[src/rtl/drive_ramp_sequencer.sv]
// Purpose : two-channel drive decoder with soft-start/stop ramping, neutral dead time before reversal, settled flag.
// Latency : 1 clock from DIR_STATE/PWM_STATE to MC1/MC2/SETTLED (all outputs registered).
// Backpress: none; commands are level-sampled every clock, CMD_STB only kicks the optional watchdog.
//
// Ports:
//   CLK        clock, rising edge
//   RST        asynchronous reset, active-high
//   DIR_STATE  5-bit drive command (same encodings as the legacy direction decoder)
//   PWM_STATE  [1:0]==2'b11 selects target level [PWR_W+1:2], otherwise DEFAULT_PWR
//   CMD_STB    one-cycle pulse per new command (watchdog kick)
//   MC1 / MC2  right / left motor controller: [1:0] dir (00 fwd, 01 neutral, 10 rev), [PWR_W+1:2] level
//   SETTLED    both channels at target direction and target level, neither in dead time
//   WDOG_TRIP  command watchdog expired
//
// Optional feature: define DRIVE_WATCHDOG_EN to build the command watchdog.

module drive_ramp_sequencer #(
    parameter int PWR_W       = 3,
    parameter int RAMP_DIV    = 4,
    parameter int DEADTIME    = 8,
    parameter int DEFAULT_PWR = 1,
    parameter int WDOG_CYCLES = 100
) (
    input  logic             CLK,
    input  logic             RST,
    input  logic [4:0]       DIR_STATE,
    input  logic [PWR_W+1:0] PWM_STATE,
    input  logic             CMD_STB,
    output logic [PWR_W+1:0] MC1,
    output logic [PWR_W+1:0] MC2,
    output logic             SETTLED,
    output logic             WDOG_TRIP
);

    localparam logic [1:0] DIR_FWD = 2'b00;
    localparam logic [1:0] DIR_NEU = 2'b01;
    localparam logic [1:0] DIR_REV = 2'b10;

    localparam int PRE_W = (RAMP_DIV > 1) ? $clog2(RAMP_DIV) : 1;
    localparam int DT_W  = (DEADTIME > 1) ? $clog2(DEADTIME) : 1;

    typedef enum logic [1:0] {
        ST_STOP,
        ST_RAMP,
        ST_DECEL,
        ST_DEAD
    } ch_state_e;

    // ------------------------------------------------------------------
    // Shared free-running ramp prescaler
    // ------------------------------------------------------------------
    logic [PRE_W-1:0] presc_q, presc_d;
    logic             tick;

    always_comb begin
        tick    = (presc_q == PRE_W'(RAMP_DIV - 1));
        presc_d = tick ? '0 : presc_q + PRE_W'(1);
    end

    always_ff @(posedge CLK or posedge RST) begin
        if (RST) begin
            presc_q <= '0;
        end else begin
            presc_q <= presc_d;
        end
    end

    // ------------------------------------------------------------------
    // Command watchdog
    // ------------------------------------------------------------------
    logic wdog_trip_q;

`ifdef DRIVE_WATCHDOG_EN
    localparam int WD_W = $clog2(WDOG_CYCLES + 1);

    logic [WD_W-1:0] wdog_cnt_q, wdog_cnt_d;
    logic            wdog_trip_d;

    // Counter parks at WDOG_CYCLES so the trip stays asserted until the next kick.
    always_comb begin
        wdog_cnt_d  = wdog_cnt_q;
        wdog_trip_d = wdog_trip_q;
        if (CMD_STB) begin
            wdog_cnt_d  = '0;
            wdog_trip_d = 1'b0;
        end else begin
            if (wdog_cnt_q != WD_W'(WDOG_CYCLES)) begin
                wdog_cnt_d = wdog_cnt_q + WD_W'(1);
            end
            wdog_trip_d = (wdog_cnt_d == WD_W'(WDOG_CYCLES));
        end
    end

    always_ff @(posedge CLK or posedge RST) begin
        if (RST) begin
            wdog_cnt_q  <= '0;
            wdog_trip_q <= 1'b0;
        end else begin
            wdog_cnt_q  <= wdog_cnt_d;
            wdog_trip_q <= wdog_trip_d;
        end
    end
`else
    logic wdog_unused;

    assign wdog_trip_q = 1'b0;
    assign wdog_unused = CMD_STB;
`endif

    // ------------------------------------------------------------------
    // Target decode: index 0 = MC1 (right), index 1 = MC2 (left)
    // ------------------------------------------------------------------
    logic [1:0][1:0]  tgt_dir;
    logic [PWR_W-1:0] tgt_lvl;

    always_comb begin
        tgt_dir = {DIR_NEU, DIR_NEU};
        case (DIR_STATE)
            5'b00001: tgt_dir = {DIR_FWD, DIR_FWD};  // FORWARD
            5'b00010: tgt_dir = {DIR_REV, DIR_REV};  // REVERSE
            5'b00011: tgt_dir = {DIR_FWD, DIR_NEU};  // FORWARD_RIGHT
            5'b00111: tgt_dir = {DIR_NEU, DIR_REV};  // BACK_RIGHT
            5'b11000: tgt_dir = {DIR_NEU, DIR_FWD};  // FORWARD_LEFT
            5'b10000: tgt_dir = {DIR_REV, DIR_NEU};  // BACK_LEFT
            5'b10011: tgt_dir = {DIR_FWD, DIR_REV};  // R_360
            5'b11001: tgt_dir = {DIR_REV, DIR_FWD};  // L_360
            default:  tgt_dir = {DIR_NEU, DIR_NEU};  // NEUTRAL and unknown codes
        endcase
        // An expired watchdog parks both wheels through the normal ramp-down path.
        if (wdog_trip_q) begin
            tgt_dir = {DIR_NEU, DIR_NEU};
        end
        tgt_lvl = (PWM_STATE[1:0] == 2'b11) ? PWM_STATE[PWR_W+1:2] : PWR_W'(DEFAULT_PWR);
    end

    // ------------------------------------------------------------------
    // Per-channel ramp FSMs
    // ------------------------------------------------------------------
    logic [1:0][PWR_W+1:0] ch_mc;
    logic [1:0]            ch_ok;

    for (genvar g = 0; g < 2; g++) begin : g_ch
        ch_state_e        state_q, state_d;
        logic [1:0]       dir_q, dir_d, tdir, dout_d;
        logic [PWR_W-1:0] lvl_q, lvl_d, elvl, lvl_inc, lvl_dec, lvl_brk;
        logic [DT_W-1:0]  dcnt_q, dcnt_d;
        logic [PWR_W+1:0] mc_q;

        assign tdir = tgt_dir[g];
        assign elvl = (tdir == DIR_NEU) ? '0 : tgt_lvl;

        always_comb begin
            state_d = state_q;
            dir_d   = dir_q;
            lvl_d   = lvl_q;
            dcnt_d  = dcnt_q;
            lvl_inc = (lvl_q == '1) ? lvl_q : lvl_q + PWR_W'(1);
            lvl_dec = (lvl_q == '0) ? lvl_q : lvl_q - PWR_W'(1);
            lvl_brk = tick ? lvl_dec : lvl_q;

            case (state_q)
                ST_STOP: begin
                    lvl_d  = '0;
                    dcnt_d = '0;
                    if (tdir != DIR_NEU) begin
                        state_d = ST_RAMP;
                        dir_d   = tdir;
                    end
                end
                ST_RAMP: begin
                    if (tdir == dir_q) begin
                        // Move one step toward the (possibly changed) target; never past it.
                        if (tick && (lvl_q < elvl)) begin
                            lvl_d = lvl_inc;
                        end else if (tick && (lvl_q > elvl)) begin
                            lvl_d = lvl_dec;
                        end
                    end else begin
                        state_d = ST_DECEL;
                    end
                end
                ST_DECEL: begin
                    if (tdir == dir_q) begin
                        // Command came back before standstill: resume from current level.
                        state_d = ST_RAMP;
                    end else begin
                        lvl_d = lvl_brk;
                        // The decrement that reaches zero also enters dead time.
                        if (lvl_brk == '0) begin
                            state_d = ST_DEAD;
                            dcnt_d  = '0;
                        end
                    end
                end
                ST_DEAD: begin
                    lvl_d = '0;
                    if (dcnt_q == DT_W'(DEADTIME - 1)) begin
                        state_d = ST_STOP;
                    end else begin
                        dcnt_d = dcnt_q + DT_W'(1);
                    end
                end
                default: begin
                    state_d = ST_STOP;
                    lvl_d   = '0;
                end
            endcase

            dout_d = ((state_d == ST_RAMP) || (state_d == ST_DECEL)) ? dir_d : DIR_NEU;
        end

        always_ff @(posedge CLK or posedge RST) begin
            if (RST) begin
                state_q <= ST_STOP;
                dir_q   <= DIR_NEU;
                lvl_q   <= '0;
                dcnt_q  <= '0;
                mc_q    <= {{PWR_W{1'b0}}, DIR_NEU};
            end else begin
                state_q <= state_d;
                dir_q   <= dir_d;
                lvl_q   <= lvl_d;
                dcnt_q  <= dcnt_d;
                mc_q    <= {lvl_d, dout_d};
            end
        end

        assign ch_mc[g] = mc_q;
        assign ch_ok[g] = (dout_d == tdir) && (lvl_d == elvl) && (state_d != ST_DEAD);
    end

    // ------------------------------------------------------------------
    // Registered status
    // ------------------------------------------------------------------
    logic settled_q;

    always_ff @(posedge CLK or posedge RST) begin
        if (RST) begin
            settled_q <= 1'b1;
        end else begin
            settled_q <= &ch_ok;
        end
    end

    assign MC1       = ch_mc[0];
    assign MC2       = ch_mc[1];
    assign SETTLED   = settled_q;
    assign WDOG_TRIP = wdog_trip_q;

endmodule
[config.mk]
export PLATFORM = sky130hd
export DESIGN_NAME = drive_ramp_sequencer
export DESIGN_NICKNAME = d
export VERILOG_FILES = /design/src/rtl/drive_ramp_sequencer.sv
export SDC_FILE = /design/constraint.sdc
export NUM_CORES = 1
export LEC_CHECK = 0
export ABC_AREA = 1
export CORE_UTILIZATION = 60
export CTS_CLUSTER_DIAMETER = 120
export CTS_CLUSTER_SIZE = 10
export DETAILED_ROUTE_END_ITERATION = 8
export DONT_BUFFER_PORTS = 1
export PLACE_DENSITY = 0.76
export SLEW_MARGIN = 20
export SYNTH_ARGS = -nofsm -noshare
export SYNTH_HDL_FRONTEND = slang
export SYNTH_SLANG_ARGS = --single-unit
export TNS_END_PERCENT = 5
[constraint.sdc]
create_clock -name CLK -period 4.7 [get_ports CLK]
set_input_delay 0.94 -clock CLK [delete_from_list [all_inputs] [get_ports CLK]]
set_output_delay 0.94 -clock CLK [all_outputs]
set_load 0.005 [all_outputs]
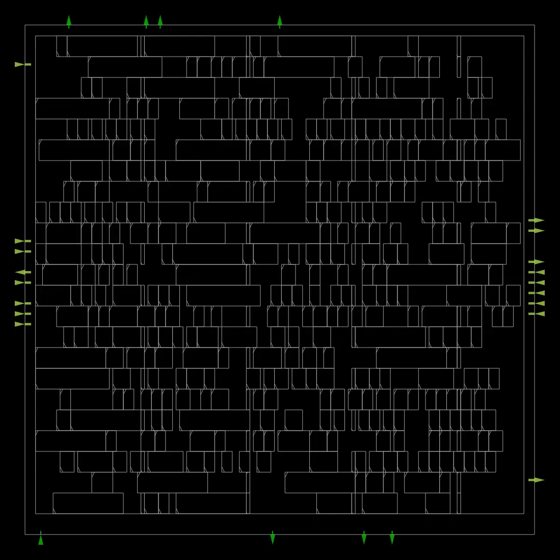
**Above:** placement view.
Core Box Area: 4000 um2
Row Count: 23
Final Util: 65.2%
Filler Cell Count: 392
Taps Inserted: 50

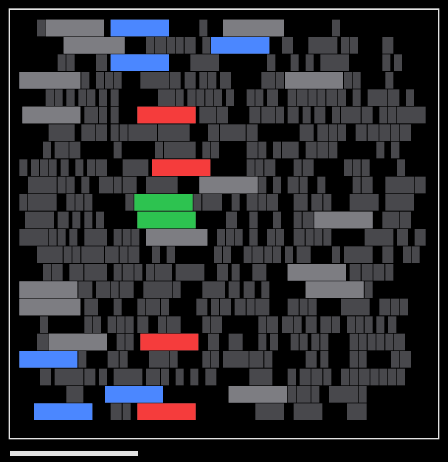
**Above:** where the registers sit.
The bar under the picture is 20 um long.
Key: g_ch.dcnt_q = blue [sequential cells 6]; g_ch.state_q = red [sequential cells 4]; presc_q = green [sequential cells 2]
Another 15 sequential cells are not coloured.
P_seq: 420 uW
Storage cell area: 682 um2

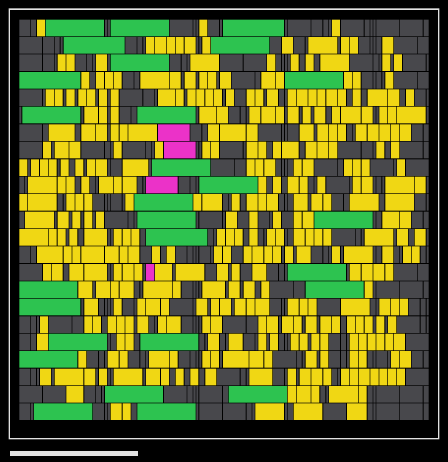
**Above:** cells coloured by class.
The bar under the picture is 20 um long. Fill, decap, tap and diode cells in grey.
Key: combinational and other logic = yellow [cells 357]; flops = green [cells 27]; clock drivers and dummy loads = magenta [cells 4]
flop share of the area: 26.2%
post-route cell area: 2610 um2

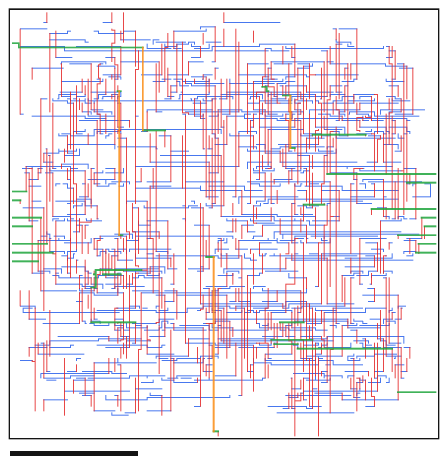
**Above:** routed metal, one colour a layer.
The bar under the picture is 20 um long.
Key: metal 4 = orange [wire length 70.7 um]; metal 3 = green [wire length 169 um]; metal 1 = blue [wire length 2610 um]; metal 2 = red [wire length 2410 um]
routed wire length: 5.26 mm
DR WL/cell: 12.0 um
routed vias: 2376

==> CHANGELOG.md <==
### Implementation results

- Max Cap Viol: 0
- Share of layout cells above drive strength 1: 10.6%
- GRT overflow: 0
- Most used cell, CP: nand2_1
- Antenna violations before repair: 0
- Delay-heaviest family, CP: simple AND/OR/NAND/NOR gates
- CTS tree: yes
- PostCTS Resize Cnt: 0
- Crit path required time: 4900 ps
- Worst min path class: reg -> reg
- Global-route wire length before repair: 8.80 mm
- DPL Wire Length: 4.18 mm
- Final hold vios: 0
- CP startpoint kind: input port
- Largest net degree at the start of global routing: 28
- Period minus WS final: approximately 3400 ps
- # IOs: 25
- Simple share: between 40% and 50%
- Cell with the most instances after synthesis: nand2_1
- Final Setup Violations: 0
- Combinational share of power: between 60% and 70%
- CTS root buf: clkbuf_8
- Sequential power share: 27.8%
- Clk slew on worst S/H paths: 90 ps
- Slew Limit Fails: 0
- Cells after Synth: approximately 390
- Tool warnings: 34
- Post-synth EDFFs: 0
- GRT Total Usage: 25.3%
- DRC violations left: 0
- Core Util at FP: ~63%
- Yosys cell types: 31
- Switching share of power: 51.6%
- NumNets Final: 425
- Placer Congestion: 0.875
- Post-synth top area share: 21.9%
- Mapped cell area: 2510 um2
- Clk sinks: 27
- Commonest cells post-synth: nand2_1 (125), nand3_1 (53), inv_1 (51)
- Clock group: between 100 and 150 uW
- Yosys stat chip area: 2510 um2
- # port buffers: 0
- Internal cell power: 731 uW
- Tightest Pin Transition: approximately 600 ps
- Mux cell area share: 0%
- Syn_area_per_cell: ~6.5 um2
- Worst-path cell chain: inv_1, ha_1, nand2_1, nand2_1, nand2_1, nand2_2, nand2_1, inv_1, nor2_1, inv_1, ha_1, a21oi_1, nand3_1, o21ai_0, nand2_2, nand2_1, nand2_1, nand3_1, nand2_1, nor2_1, nand3_1, nor2_1
- RSZ-0062 raised after global routing: no
- Post-CTS Setup Inserts: 0
- Most frequent cells in the layout: nand2_1 (125), nand3_1 (53), inv_1 (50), nor2_1 (28), ha_1 (23)
- Syn. warnings: 0
- Via density: between 5 and 6
- Longest Clk Path Bufs: 2
- Commonest Layout Cell: nand2_1
- Psw: 779 uW
- Final period util: 71.5%
- Layout Area Growth over Synthesis: 3.78%
- Post-synth ARST share: 100%
- Leakage dissipation: 0.00151 uW
- Kind of critical path: in -> reg
- Hold_buf cts: 0
- Synth flops: 27
- CP max stage delay: between 300 and 400 ps
- Fmax achieved: 298 MHz
- Peak VDD IR: 409 uV
- Top cells by area: dfrtp_1 (22%), nand2_1 (19%), ha_1 (11%)
- Number of diodes: 0
- Die Span Y: 66.7 um
- Worst Path Buf+Inv: 3
- Top pwr grp: combinational cells
- CP Max Fanout: 5
- Relative slew slack: between 60% and 70%
- Comb area leader: simple AND/OR/NAND/NOR gates
- Outcome: finished clean
- Maximum level of the CTS H-tree: 1
- CP endpoint kind: flip-flop
- Vias in the first global route: roughly 2.1k
- Slowest library cell on the worst path: ha_1
- Die width: 66.7 um
- Late-Pin Clk Latency: 270 ps
- Logic cell area: around 1600 um2
- Initial drt markers: about 200
- Arr. time, crit path: 3560 ps
- Full die area: 4450 um2
- Largest area contributor in the synthesized netlist: dfrtp_1
- First-pass DRT Iterations: 4
- Setup TNS: 0 ps
- Fin cells: between 400 and 500
- Syn_nets: 422
- Synth Seq Share: about 27%
- Clock Power Share: 8.8%
- Dominant Register Cell: dfrtp_1
- Total CTS buffers: 3
- Max Clock Skew: 3.00 ps
- Combinational power: around 960 uW
- Ys cells: 386
- FA/HA/MAJ Cells, Area Fraction: about 11%
- Antenna-violating nets left: 0
- Post-Synth AOI/OAI Area: 7.27%
- XORs/XNORs by Area: 1.05%
- Power Density: 579 nW/um2
- Inst Count DP: 434
## path summary, 6_finish.rpt
| check | start | end | slack [ps] | depth (start not counted) |
|---|---|---|---|---|
| worst max-delay path | DIR_STATE[0] | SETTLED | 1340 | 22 |
| worst min-delay path | presc_q[0] | presc_q[0] | 450 | 1 |
| worst max register to register | MC2[2] | SETTLED | 1590 | 17 |
| worst min register to register | presc_q[0] | presc_q[0] | 450 | 1 |
| max in group asynchronous | RST | MC1[3] | 3700 | 1 |
| min in group asynchronous | RST | MC1[1] | 610 | 1 |
## through the flow
step / total power (uW) / hold WS [ps] / util [%] / instance area, um2 / setup slack, ps
final: 1510 / 446 / 65.2 / 2610 / 1340
after global routing: 1680 / 470 / 65.2 / 2610 / 920
after CTS: 1510 / 442 / 65.2 / 2610 / 1300
after detailed placement: 1370 / 429 / 64.1 / 2560 / 1010
after global placement: 1340 / 414 / 64.1 / 2560 / 1130
after floorplan: 1170 / 403 / - / 2510 / 1480
## cell type report
cell class                 instances  area share (%)
clock buffer                       4            1.73
inverter                          57            8.40
multi-input combinational        300            61.3
sequential                        27            26.2
tap                               50            2.40
## worst register-to-register path: cells and delay by family (launching register included)
kind | cells | cell delay, ps
AND/OR/NAND/NOR | 10 | 960
AND-OR/OR-AND | 4 | 800
adder cells (fa/ha/maj) | 2 | 560
flip-flops | 1 | 480
buffers and inverters | 1 | 220
## per-layer routing
layer	global-route usage [%]	vias to the layer above	part of all wire [%]
li1	-	1237	-
met1	34.3	1084	50
met2	43.6	47	46
met3	2.74	8	3.2
met4	4.52	0	1.3
met5	0	-	0
## state kept, by name (all words and copies together) (netlist names)
name / flops
g_ch.state_q: 4
g_ch.dir_q: 4
MC2: 4
presc_q: 2
SETTLED: 1
g_ch.dcnt_q: 6
g_ch.lvl_q: 2
MC1: 4
Power is estimated from default activity; no workload was simulated.
